### config.mk
export PLATFORM = sky130hd
export DESIGN_NAME = ulaw_serial_tx
export DESIGN_NICKNAME = d
export VERILOG_FILES = /design/src/rtl/ulaw_pkg.sv /design/src/rtl/sync_fifo.sv /design/src/rtl/ulaw_serial_tx.sv
export SDC_FILE = /design/constraint.sdc
export NUM_CORES = 1
export LEC_CHECK = 0
export CAP_MARGIN = 20
export CORE_UTILIZATION = 45
export CTS_CLUSTER_DIAMETER = 80
export DETAILED_ROUTE_END_ITERATION = 6
export GPL_ROUTABILITY_DRIVEN = 0
export HOLD_SLACK_MARGIN = 0.05
export SLEW_MARGIN = 5
export SYNTH_ARGS = -nofsm -noshare
export SYNTH_HDL_FRONTEND = slang
export SYNTH_SLANG_ARGS = --single-unit
### constraint.sdc
create_clock -name clk -period 6.6 [get_ports clk]
set_clock_uncertainty 0.05 [all_clocks]
set_input_delay 1.98 -clock clk [delete_from_list [all_inputs] [get_ports clk]]
set_output_delay 1.98 -clock clk [all_outputs]
set_load 0.01 [all_outputs]
### src/rtl/ulaw_pkg.sv
// Shared types and constants for the u-law serial transmit path.
package ulaw_pkg;
  localparam int ULAW_W     = 8;
  localparam int FRAME_BITS = 11;

  typedef enum logic [2:0] {IDLE, START, DATA, PARITY, STOP} tx_state_t;
endpackage

### src/rtl/sync_fifo.sv
// Single-clock FIFO with registered occupancy count. Pushes while full and
// pops while empty are ignored, so callers may assert them freely.
module sync_fifo #(
  parameter int WIDTH = 8,
  parameter int DEPTH = 4
) (
  input  logic                     clk,
  input  logic                     rst_n,
  input  logic                     push,
  input  logic [WIDTH-1:0]         push_data,
  input  logic                     pop,
  output logic [WIDTH-1:0]         pop_data,
  output logic                     full,
  output logic                     empty,
  output logic [$clog2(DEPTH):0]   count
);
  localparam int AW = $clog2(DEPTH);
  localparam logic [AW:0] CNT_FULL = (AW+1)'(DEPTH);

  logic [WIDTH-1:0] mem [DEPTH];
  logic [AW-1:0]    wr_ptr, rd_ptr;
  logic             do_push, do_pop;

  assign full     = (count == CNT_FULL);
  assign empty    = (count == '0);
  assign do_push  = push && !full;
  assign do_pop   = pop && !empty;
  assign pop_data = mem[rd_ptr];

  // Storage array; contents need no reset since count gates visibility.
  always_ff @(posedge clk) begin
    if (do_push) mem[wr_ptr] <= push_data;
  end

  // Pointers wrap naturally (power-of-two depth); count tracks occupancy.
  always_ff @(posedge clk or negedge rst_n) begin
    if (!rst_n) begin
      wr_ptr <= '0;
      rd_ptr <= '0;
      count  <= '0;
    end else begin
      if (do_push) wr_ptr <= wr_ptr + 1'b1;
      if (do_pop)  rd_ptr <= rd_ptr + 1'b1;
      case ({do_push, do_pop})
        2'b10:   count <= count + 1'b1;
        2'b01:   count <= count - 1'b1;
        default: count <= count;
      endcase
    end
  end
endmodule

### src/rtl/ulaw_serial_tx.sv
// Buffers u-law codes and sends each as an 11-bit async frame:
// start(0), d7..d0 MSB first, even parity, stop(1). tx_out is registered
// and computed from the next state so it changes exactly on bit edges.
module ulaw_serial_tx
  import ulaw_pkg::*;
#(
  parameter int CLKS_PER_BIT = 16,
  parameter int FIFO_DEPTH   = 4
) (
  input  logic              clk,
  input  logic              rst_n,
  input  logic              in_valid,
  input  logic [ULAW_W-1:0] in_code,
  output logic              in_ready,
  output logic              tx_out,
  output logic              busy,
  output logic              overflow
);
  localparam int CW = (CLKS_PER_BIT > 1) ? $clog2(CLKS_PER_BIT) : 1;
  localparam logic [CW-1:0] BIT_LAST = CW'(CLKS_PER_BIT - 1);

  tx_state_t                 state, state_nxt;
  logic [CW-1:0]             bcnt, bcnt_nxt;
  logic [2:0]                dcnt, dcnt_nxt;
  logic [ULAW_W-1:0]         shreg, shreg_nxt;
  logic                      par, par_nxt;
  logic                      tx_nxt;
  logic                      bit_end;
  logic                      pop;
  logic                      fifo_full, fifo_empty;
  logic [ULAW_W-1:0]         fifo_code;
  logic [$clog2(FIFO_DEPTH):0] fifo_count;

  assign in_ready = !fifo_full;
  assign busy     = (state != IDLE) || (fifo_count != '0);

  sync_fifo #(
    .WIDTH (ULAW_W),
    .DEPTH (FIFO_DEPTH)
  ) u_fifo (
    .clk       (clk),
    .rst_n     (rst_n),
    .push      (in_valid && in_ready),
    .push_data (in_code),
    .pop       (pop),
    .pop_data  (fifo_code),
    .full      (fifo_full),
    .empty     (fifo_empty),
    .count     (fifo_count)
  );

  // Next-state, counters, shift/parity load and the next line level.
  always_comb begin
    state_nxt = state;
    bcnt_nxt  = bcnt;
    dcnt_nxt  = dcnt;
    shreg_nxt = shreg;
    par_nxt   = par;
    pop       = 1'b0;
    bit_end   = (bcnt == BIT_LAST);
    tx_nxt    = 1'b1;

    if (state != IDLE) bcnt_nxt = bit_end ? '0 : bcnt + 1'b1;

    case (state)
      IDLE: begin
        if (!fifo_empty) begin
          pop       = 1'b1;
          state_nxt = START;
          shreg_nxt = fifo_code;
          par_nxt   = ^fifo_code;
        end
      end
      START: begin
        if (bit_end) begin
          state_nxt = DATA;
          dcnt_nxt  = '0;
        end
      end
      DATA: begin
        if (bit_end) begin
          if (dcnt == 3'd7) begin
            state_nxt = PARITY;
          end else begin
            dcnt_nxt  = dcnt + 3'd1;
            shreg_nxt = {shreg[ULAW_W-2:0], 1'b0};
          end
        end
      end
      PARITY: begin
        if (bit_end) state_nxt = STOP;
      end
      STOP: begin
        if (bit_end) begin
          if (!fifo_empty) begin
            // back-to-back: next start bit begins on this edge
            pop       = 1'b1;
            state_nxt = START;
            shreg_nxt = fifo_code;
            par_nxt   = ^fifo_code;
          end else begin
            state_nxt = IDLE;
          end
        end
      end
      default: state_nxt = IDLE;
    endcase

    case (state_nxt)
      START:   tx_nxt = 1'b0;
      DATA:    tx_nxt = shreg_nxt[ULAW_W-1];
      PARITY:  tx_nxt = par_nxt;
      default: tx_nxt = 1'b1;
    endcase
  end

  // State, counters, data path and registered line output.
  always_ff @(posedge clk or negedge rst_n) begin
    if (!rst_n) begin
      state  <= IDLE;
      bcnt   <= '0;
      dcnt   <= '0;
      shreg  <= '0;
      par    <= 1'b0;
      tx_out <= 1'b1;
    end else begin
      state  <= state_nxt;
      bcnt   <= bcnt_nxt;
      dcnt   <= dcnt_nxt;
      shreg  <= shreg_nxt;
      par    <= par_nxt;
      tx_out <= tx_nxt;
    end
  end

  // One-cycle pulse for a code offered while the buffer is full.
  always_ff @(posedge clk or negedge rst_n) begin
    if (!rst_n) overflow <= 1'b0;
    else        overflow <= in_valid && fifo_full;
  end
endmodule

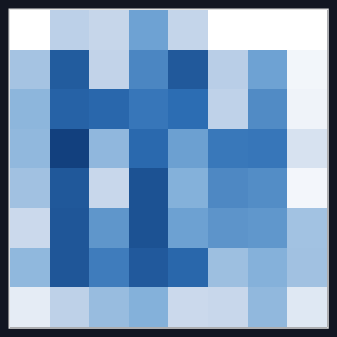
density.png
(4 px per um) 8 x 8 tiles, from white (low) to dark blue (high), 0 to 100% covered.
emptiest ninth of the die: upper right
mean over tiles: 47%
densest ninth of the die: centre
tiles over 75% full: 22%

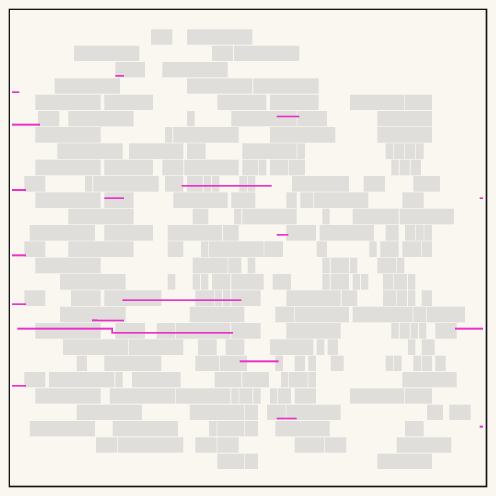
met3.png
(6 px per um) Cells faint in the background.
longest straight run: 20.0 um
share of all routed wire: 2.6%
wire length on this layer: 113 um
nets with wire on the layer: 11
main direction: horizontal

==> GITHUB_STEP_SUMMARY <==
### Flow metrics

| Metric | Value |
|---|---|
| Worst Tran Pin Value | `0.927 ns` |
| Via Count | `1535` |
| Peak Freq | `247 MHz` |
| Syn. warnings | `0` |
| Initial antenna violation count | `0` |
| CTS buffer count | `9` |
| Peak supply drop | `0.157 mV` |
| CTS tree | `done` |
| Most used logic cell in the final layout | `edfxtp_1` |
| Ys flops | `60` |
| Log Warnings | `29` |
| Chip area | `6290 um2` |
| Worst slack, placed | `2.80 ns` |
| Reg2reg start | `bcnt[0]` |
| Yosys cell count | `191` |
| Area leader share | `0.357` |
| Diodes inserted | `0` |
| YS chip area | `2690 um2` |
| CTS root buf | `clkbuf_8` |
| Cycle use final | `0.614` |
| DRT Pass-1 Iters | `4` |
| Core area | `5640 um2` |
| Worst-path fanout max | `6` |
| Floorplan net count | `211` |
| MI comb area | `958 um2` |
| Startpoint types | `flip-flop` |
| Post-CTS setup buffers | `0` |
| Flop-to-flop setup slack | `3.56 ns` |
| H-tree level count | `3` |
| Clock Sink Count | `60` |
| Unique masters post-synth | `41` |
| Total GRT Usage | `0.166` |
| Fraction of layout cells with a size suffix above 1 | `0.134` |
| Fin. max-slew vios | `0` |
| Hold WC Path Type | `flip-flop to flip-flop` |
| Largest net degree at the start of global routing | `29` |
| Seq share, synth | `0.618` |
| Clk buf depth | `2` |
| Worst reg2reg path endpoint | `u_fifo.count[2]` |
| Worst Min Path Start | `dcnt[0]` |
| Final nets | `231` |
| Setup ws final | `2.55 ns` |
| Synthesized netlist cell count | `191` |
| DIE WIDTH | `79.3 um` |
| Hold Path Depth | `1` |
| Number of port buffers | `14` |
| Rows | `27` |
| Final Non-Filler Cells | `288` |
| Synth area leader | `edfxtp_1` |
| Routed Antenna Nets | `0` |
| Die span in y | `79.3 um` |
| Mapped cell area | `2690 um2` |
| Filler cells | `451` |
| Cts hold-fix bufs | `0` |
| Cell Pwr Density | `298 nW/um2` |
| Static Leak | `1.21 nW` |
| Setup-failing EPs final | `0` |
| Fp util | `0.477` |
| Unrepaired setup endpoints after global routing | `false` |
| DR vias/cell | `5.33` |
| Kind of critical path | `flip-flop to primary output` |
| Drt total wl | `4420 um` |
| DRC violation total after the first TritonRoute iteration | `54` |
| Latency at later pin | `0.33 ns` |
| DP Cell Count | `272` |
| Flop area | `1660 um2` |
| Worst Hold End | `dcnt[0]` |
| Hpwl dp | `3070 um` |
| Max-cap viol count | `0` |
| Top cells by area | `edfxtp_1, dfrtp_1, mux4_2, nand2_1, ha_1` |
| Reg2reg path depth | `9` |
| Data required time of the worst path | `4.57 ns` |
| Grt ovf | `0` |
| Detailed-route DRC error count | `0` |
| WP data arrival | `2.02 ns` |
| Post-cts resize count | `0` |
| Ports | `15` |
| First-pass GRT wire length | `7490 um` |
| Status | `completed` |
| WL per Instance | `15.4 um` |
| Clk slew on worst S/H paths | `0.06 ns` |
| Hold Violations, Final | `0` |
| TNS Setup | `0 ns` |
| Slew headroom | `0.382` |
| Final critical-path required period | `4.05 ns` |
| Area growth syn-to-layout | `13.5%` |
| Vias in the first global route | `1594` |
| Syn avg cell area | `14.1 um2` |
| Top cells excl fill/tap | `edfxtp_1, nand2_1, dfrtp_1` |
| Crit end category | `primary output` |
worst max-delay path, stage by stage, from the launching register on:
cell and delay [ns]:
dfrtp_1 0.43, nor3_1 0.66, nand2_1 0.10, clkdlybuf4s50_1 0.50
report_power, final:
| group | total, W | internal, W | switching [W] |
|---|---|---|---|
| clock network | 0.000267 | 0.000132 | 0.000135 |
| logic | 0.000159 | 0.0000707 | 0.0000878 |
| registers | 0.000483 | 0.000457 | 0.0000258 |
| total | 0.000908 | 0.000660 | 0.000248 |
cells by family (layout without fill, tap and decap cells):
group | after synthesis | count (layout) | synth area share
flops | 60 | 60 | 0.618
fa+ha+maj | 9 | 9 | 0.0447
compound gates | 24 | 24 | 0.0698
mux | 12 | 12 | 0.0852
simple gates | 56 | 56 | 0.105
buf+inv | 15 | 40 | 0.0251
xor+xnor | 15 | 15 | 0.0517
area by class of cell:
cell class / count / share of cell area
sequential: 60 / 0.545
clock buffer: 10 / 0.0418
multi-input combinational: 116 / 0.314
timing repair buffer: 15 / 0.0484
inverter: 9 / 0.0111
tap: 72 / 0.0295
clock inverter: 6 / 0.0103
through the flow:
stage                util  power, W  instance area [um2]  hold slack (ns)
global placement    0.513  0.000642                 2890            0.410
detailed placement  0.513  0.000654                 2890            0.418
finish              0.541  0.000908                 3050            0.430
global route        0.541  0.000959                 3050            0.469
floorplan               -  0.000596                 2690            0.396
CTS                 0.541  0.000925                 3050            0.433
Yosys cell counts:
cell,number
o21ai_0,6
buf_6,1
o2111ai_1,2
a21oi_1,3
o211ai_1,1
inv_1,9
buf_2,2
xor2_1,5
a31oi_1,1
and3_1,5
dfrtp_1,27
nor2_1,8
a22oi_1,6
edfxtp_1,32
a221oi_2,1
o32ai_1,1
or3_1,2
mux4_2,6
nand3_1,2
nand3_4,1
fa_1,1
a2111oi_4,1
clkbuf_2,1
buf_1,1
a31o_2,1
mux2_2,1
nand2_1,29
dfstp_2,1
xnor2_1,9
nand2b_1,1
o22ai_1,1
nand4_1,2
nor2_4,1
clkbuf_1,1
ha_1,8
nor3_1,3
xnor2_2,1
mux4_1,2
nor4_4,1
mux2i_1,3
and2_1,1
registers in the layout (all words and copies together) (netlist names):
name           flops
overflow           1
u_fifo.mem        32
u_fifo.rd_ptr      2
tx_out             1
bcnt               4
dcnt               3
u_fifo.count       3
state              3
shreg              8
par                1
u_fifo.wr_ptr      2
worst max path at each step:
stage,start,endpoint,slack [ns],cells after the start
detailed placement,in_valid,u_fifo.count[2],2.80,8
global route,u_fifo.count[2],busy,2.36,3
CTS,u_fifo.count[2],busy,2.50,3
global placement,in_valid,u_fifo.count[2],2.88,8
floorplan,in_valid,u_fifo.count[2],3.42,7
finish,u_fifo.count[2],busy,2.55,3
metal layers:
metal  track usage  vias up  part of all wire
met5             0        -                 0
met4         0.107        0             0.029
met3        0.0379       10             0.025
met2         0.281       20              0.52
met1         0.189      761              0.43
li1              -      744                 -
Power is estimated from default activity; no workload was simulated.
